`src/rtl/hoop_scene_ctrl.sv`:
```
// Frame-synchronous hoop controller: bouncing rim position, score-flash recolouring
// and a two-digit BCD score. All outputs are registered so the renderer never sees mid-frame changes.
module hoop_scene_ctrl #(
    parameter int unsigned Y_MIN        = 100,
    parameter int unsigned Y_MAX        = 400,
    parameter int unsigned Y_RESET      = 254,
    parameter int unsigned FLASH_FRAMES = 8,
    parameter int unsigned FLASH_COUNT  = 3,
    parameter logic [11:0] COLOR_NORMAL = 12'hF00,
    parameter logic [11:0] COLOR_FLASH  = 12'h0F0
) (
    input  logic        clk,
    input  logic        reset,
    input  logic        frame_tick,
    input  logic        score_event,
    input  logic [1:0]  level_sel,
    output logic [9:0]  rim_y,
    output logic [9:0]  board_y,
    output logic [11:0] rim_rgb,
    output logic        flash_on,
    output logic [7:0]  score_bcd
);

    localparam logic [1:0] S_IDLE      = 2'd0;
    localparam logic [1:0] S_FLASH_ON  = 2'd1;
    localparam logic [1:0] S_FLASH_OFF = 2'd2;

    localparam int unsigned PW = (FLASH_FRAMES > 1) ? $clog2(FLASH_FRAMES) : 1;
    localparam int unsigned CW = $clog2(FLASH_COUNT + 1);

    localparam logic [PW-1:0] PHASE_LAST = PW'(FLASH_FRAMES - 1);
    localparam logic [CW-1:0] PAIRS_INIT = CW'(FLASH_COUNT);
    localparam logic [CW-1:0] PAIRS_ONE  = CW'(1);

    localparam logic [10:0] YMIN11    = 11'(Y_MIN);
    localparam logic [10:0] YMAX11    = 11'(Y_MAX);
    localparam logic [9:0]  YMIN10    = 10'(Y_MIN);
    localparam logic [9:0]  YMAX10    = 10'(Y_MAX);
    localparam logic [9:0]  YRST10    = 10'(Y_RESET);
    localparam logic [9:0]  BOARD_OFS = 10'd54;

    logic [9:0]    rim_y_q, rim_y_d;
    logic [9:0]    board_y_q, board_y_d;
    logic          dir_up_q, dir_up_d;
    logic [1:0]    state_q, state_d;
    logic [PW-1:0] phase_q, phase_d;
    logic [CW-1:0] pairs_q, pairs_d;
    logic [11:0]   rgb_q, rgb_d;
    logic          flash_q, flash_d;
    logic [3:0]    ones_q, ones_d;
    logic [3:0]    tens_q, tens_d;

    logic [10:0]   step;
    logic [10:0]   y_ext;

    always_comb begin
        case (level_sel)
            2'd0:    step = 11'd0;
            2'd1:    step = 11'd1;
            2'd2:    step = 11'd2;
            default: step = 11'd4;
        endcase
    end

    // Comparisons are done at 11 bits so y + step / Y_MIN + step never wraps.
    always_comb begin
        rim_y_d  = rim_y_q;
        dir_up_d = dir_up_q;
        y_ext    = {1'b0, rim_y_q};
        if (frame_tick && (step != '0)) begin
            if (dir_up_q) begin
                if (y_ext <= YMIN11 + step) begin
                    rim_y_d  = YMIN10;
                    dir_up_d = 1'b0;
                end else begin
                    rim_y_d = rim_y_q - step[9:0];
                end
            end else begin
                if (y_ext + step >= YMAX11) begin
                    rim_y_d  = YMAX10;
                    dir_up_d = 1'b1;
                end else begin
                    rim_y_d = rim_y_q + step[9:0];
                end
            end
        end
        board_y_d = rim_y_d - BOARD_OFS;
    end

    // A score event restarts the flash and swallows a coincident frame tick.
    always_comb begin
        state_d = state_q;
        phase_d = phase_q;
        pairs_d = pairs_q;
        if (score_event) begin
            state_d = S_FLASH_ON;
            phase_d = '0;
            pairs_d = PAIRS_INIT;
        end else if (frame_tick) begin
            case (state_q)
                S_FLASH_ON: begin
                    if (phase_q == PHASE_LAST) begin
                        state_d = S_FLASH_OFF;
                        phase_d = '0;
                    end else begin
                        phase_d = phase_q + 1'b1;
                    end
                end
                S_FLASH_OFF: begin
                    if (phase_q == PHASE_LAST) begin
                        pairs_d = pairs_q - 1'b1;
                        phase_d = '0;
                        state_d = (pairs_q == PAIRS_ONE) ? S_IDLE : S_FLASH_ON;
                    end else begin
                        phase_d = phase_q + 1'b1;
                    end
                end
                default: state_d = S_IDLE;
            endcase
        end
        flash_d = (state_d == S_FLASH_ON);
        rgb_d   = flash_d ? COLOR_FLASH : COLOR_NORMAL;
    end

    always_comb begin
        ones_d = ones_q;
        tens_d = tens_q;
        if (score_event) begin
            if (ones_q == 4'd9) begin
                ones_d = 4'd0;
                tens_d = (tens_q == 4'd9) ? 4'd0 : tens_q + 4'd1;
            end else begin
                ones_d = ones_q + 4'd1;
            end
        end
    end

    always_ff @(posedge clk) begin
        if (reset) begin
            rim_y_q   <= YRST10;
            board_y_q <= YRST10 - BOARD_OFS;
            dir_up_q  <= 1'b1;
            state_q   <= S_IDLE;
            phase_q   <= '0;
            pairs_q   <= '0;
            rgb_q     <= COLOR_NORMAL;
            flash_q   <= 1'b0;
            ones_q    <= '0;
            tens_q    <= '0;
        end else begin
            rim_y_q   <= rim_y_d;
            board_y_q <= board_y_d;
            dir_up_q  <= dir_up_d;
            state_q   <= state_d;
            phase_q   <= phase_d;
            pairs_q   <= pairs_d;
            rgb_q     <= rgb_d;
            flash_q   <= flash_d;
            ones_q    <= ones_d;
            tens_q    <= tens_d;
        end
    end

    assign rim_y     = rim_y_q;
    assign board_y   = board_y_q;
    assign rim_rgb   = rgb_q;
    assign flash_on  = flash_q;
    assign score_bcd = {tens_q, ones_q};

endmodule

```
`config.mk`:
```
export PLATFORM = sky130hd
export DESIGN_NAME = hoop_scene_ctrl
export DESIGN_NICKNAME = d
export VERILOG_FILES = /design/src/rtl/hoop_scene_ctrl.sv
export SDC_FILE = /design/constraint.sdc
export NUM_CORES = 1
export LEC_CHECK = 0
export CAP_MARGIN = 20
export CELL_PAD_IN_SITES_DETAIL_PLACEMENT = 2
export CELL_PAD_IN_SITES_GLOBAL_PLACEMENT = 2
export CORE_ASPECT_RATIO = 0.75
export CORE_MARGIN = 4
export CORE_UTILIZATION = 32
export CTS_BUF_LIST = sky130_fd_sc_hd__clkbuf_4
export DETAILED_ROUTE_END_ITERATION = 7
export PLACE_DENSITY_LB_ADDON = 0.1
export SETUP_SLACK_MARGIN = 0.2
export SLEW_MARGIN = 15
export SYNTH_ARGS = -nofsm -noshare
export SYNTH_HDL_FRONTEND = slang
export SYNTH_SLANG_ARGS = --single-unit
```
`constraint.sdc`:
```
create_clock -name clk -period 3.6 [get_ports clk]
set_input_delay 0.36 -clock clk [delete_from_list [all_inputs] [get_ports clk]]
set_output_delay 0.36 -clock clk [all_outputs]
set_load 0.01 [all_outputs]
```
Figure 1. Cell outlines without signal wires.
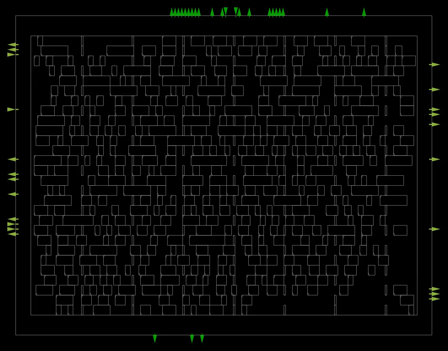
Tap Count: 105
sequential cell area share: 20.8%
Finished Layout Cells: 514

Figure 2. Where the registers sit.
The bar under the picture is 20 µm long. Other sequential cells in the stronger gray, the rest of the logic in the fainter gray.
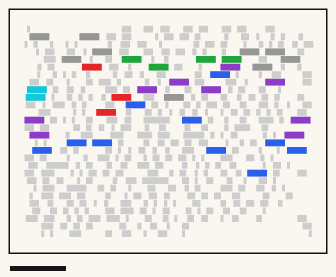
green -> ones_q  # sequential cells 4, where north
purple -> board_y  # sequential cells 9
blue -> rim_y  # sequential cells 10
cyan -> state_q  # sequential cells 2
red -> phase_q  # sequential cells 3

Figure 3. Placement by cell class.
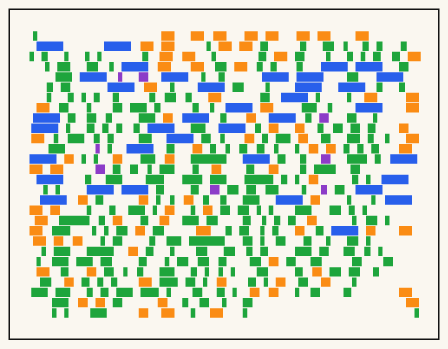
orange -> remaining buffers and delay cells  # cells 88, share of their area 22%
purple -> clock drivers and dummy loads  # cells 8, share of their area 1.5%
blue -> registers  # cells 37, share of their area 22%
green -> remaining logic cells  # cells 276, share of their area 55%

==> results.yml <==
# generated from flow reports
run_status:
  status: "finished clean"
finish:
  fin_nets: 429
  antennaDiodeCount: 0
  drive_gt1_share_pct: 21.3
  fill_cells: 911
hold_path:
  worstHoldStart: "tens_q[3]"
sta:
  max_slew.worst_pin.slew_ns: 0.625
  fin_crit_sh_pct: 92.0
  finalCriticalPeriod_ns: 3.31
  finalSetupViolCount: 0
  rsz0062_at_grt: "false"
grt:
  grt_max_degree: 23
logic_synthesis:
  edf_count: 0
  ys_area_um2: 2670
  netlist.area_leader.share_pct: 27.7
setup_path:
  worstReg2RegEnd: "board_y[5]"
  r2r_cells: 12
  cpPeakStageDelay_ns: 0.44
  path_class: "primary input to flip-flop"
  crit_fanout: 4
  crit_slowest_cell: "clkdlybuf4s50_1"
detailed_routing:
  drt_iter0_drc: 162
clock_tree:
  cts_tree: "yes"
place:
  placedCellCount: 505
  io_buffer_count: 42
die:
  die-area_um2: 9890
  pin_count: 47
job:
  warnings: 31
Figure 4. M3 wires.
The bar under the picture is 20 µm long.
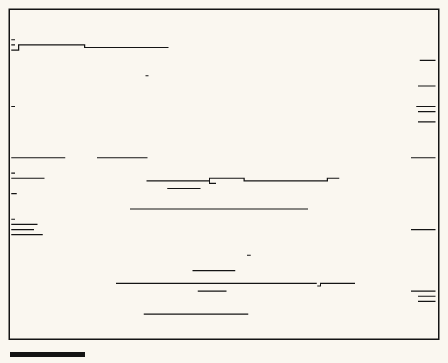
longest straight run = 52.9 µm
main direction = horizontal
wire length on this layer = 374 µm
vias post-DR: 2758
met3 Track Usage GR: 4.51%
total routed wirelength: 9460 µm

Figure 5. Placement density heat map.
11 x 9 tiles, from white (low) to dark blue (high), 0 to 100% covered.
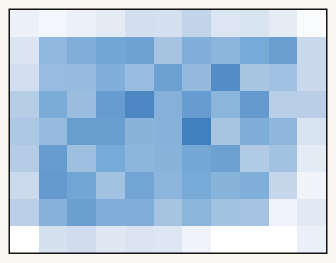
nearly empty tiles = 4.0%
mean over tiles = 35%
densest ninth of the die = center
fullest tile = 68%
emptiest ninth of the die = south-east
core area: 8020 µm²
final core occ: 44.4%

[power by group]
group	leakage (nW)	switching, W	total, W	internal (W)
Sequential	0.302	0.0000177	0.000446	0.000428
Combinational	1.08	0.000185	0.000353	0.000168
Clock	0.0300	0.000148	0.000218	0.0000706
Total	1.41	0.000351	0.00102	0.000667
[how the worst max path moves through the flow]
stage	from	to	slack, ns	cells after the start
4_1_cts	level_sel[0]	board_y[7]	0.20	16
3_5_place_dp	level_sel[0]	board_y[7]	-0.29	16
5_1_grt	level_sel[1]	board_y[9]	0.17	14
6_report	level_sel[0]	board_y[5]	0.29	15
2_1_floorplan	level_sel[0]	board_y[7]	0.56	14
3_3_place_gp	level_sel[0]	board_y[7]	-0.04	15
[per-stage QoR]
stage          instance area, µm²  total power, W  TNS [ns]
2_1_floorplan                2680        0.000631         0
3_3_place_gp                 3400        0.000771   -0.0760
3_5_place_dp                 3400        0.000783     -1.18
4_1_cts                      3450         0.00101         0
5_1_grt                      3560         0.00108         0
6_report                     3560         0.00102         0
[layout by cell type, fill, tap and decap left out, drive strengths merged, types with 5 or more instances in the layout]
cell / count
buf: 46
clkdlybuf4s50: 42
dfxtp: 37
nand2: 33
nor2: 31
o21ai: 22
a21oi: 16
inv: 14
nor3: 14
nand3: 13
ha: 13
nor2b: 12
o211ai: 6
a31oi: 6
xor2: 5
clkbuf: 5
o31ai: 5
nand2b: 5
[flip-flops by register name, indices dropped and copies added, names as in the netlist]
signal and cells:
board_y 9, pairs_q 2, state_q 2, rim_rgb 2, tens_q 4, rim_y 10, dir_up_q 1, phase_q 3
ones_q 4
[repair_timing]
action                                  4_1_cts  5_1_grt
setup buffers                                 0        1
gates resized                                 2       23
hold buffers                                  0        0
cloned                                        0        0
pin swaps                                     0        2
endpoints found under the setup margin        2        7
[final cells by class]
type / count / area share (%)
Clock inverter: 3 / 0.351
Multi-Input combinational cell: 261 / 50.9
Clock buffer: 5 / 1.05
Timing Repair Buffer: 88 / 21.6
Tap cell: 105 / 3.69
Sequential cell: 37 / 20.8
Inverter: 15 / 1.58
[cells by family (layout without fill, tap and decap cells)]
| family | after synthesis | count (layout) | synth area share, % |
|---|---|---|---|
| compound gates | 90 | 90 | 23.7 |
| xor+xnor | 9 | 9 | 2.95 |
| fa+ha+maj | 15 | 15 | 7.59 |
| buf+inv | 44 | 111 | 8.71 |
| flops | 37 | 37 | 27.7 |
| mux | 7 | 7 | 2.76 |
| other cells | 1 | 4 | 0.140 |
| simple gates | 136 | 136 | 26.5 |
[metal layers]
layer / global-route usage, % / routed length [µm]
met1: 27.8 / 4780
met2: 29.0 / 4220
met3: 4.51 / 373
met4: 4.59 / 80
met5: 0 / 0
[worst register-to-register path: cells and delay by family, from the launching register on]
kind	cells	cell delay, ns
compound gates	5	1.02
simple gates	4	0.86
fa+ha+maj	2	0.55
flops	1	0.52
buf+inv	1	0.09
Power is estimated from default activity; no workload was simulated.
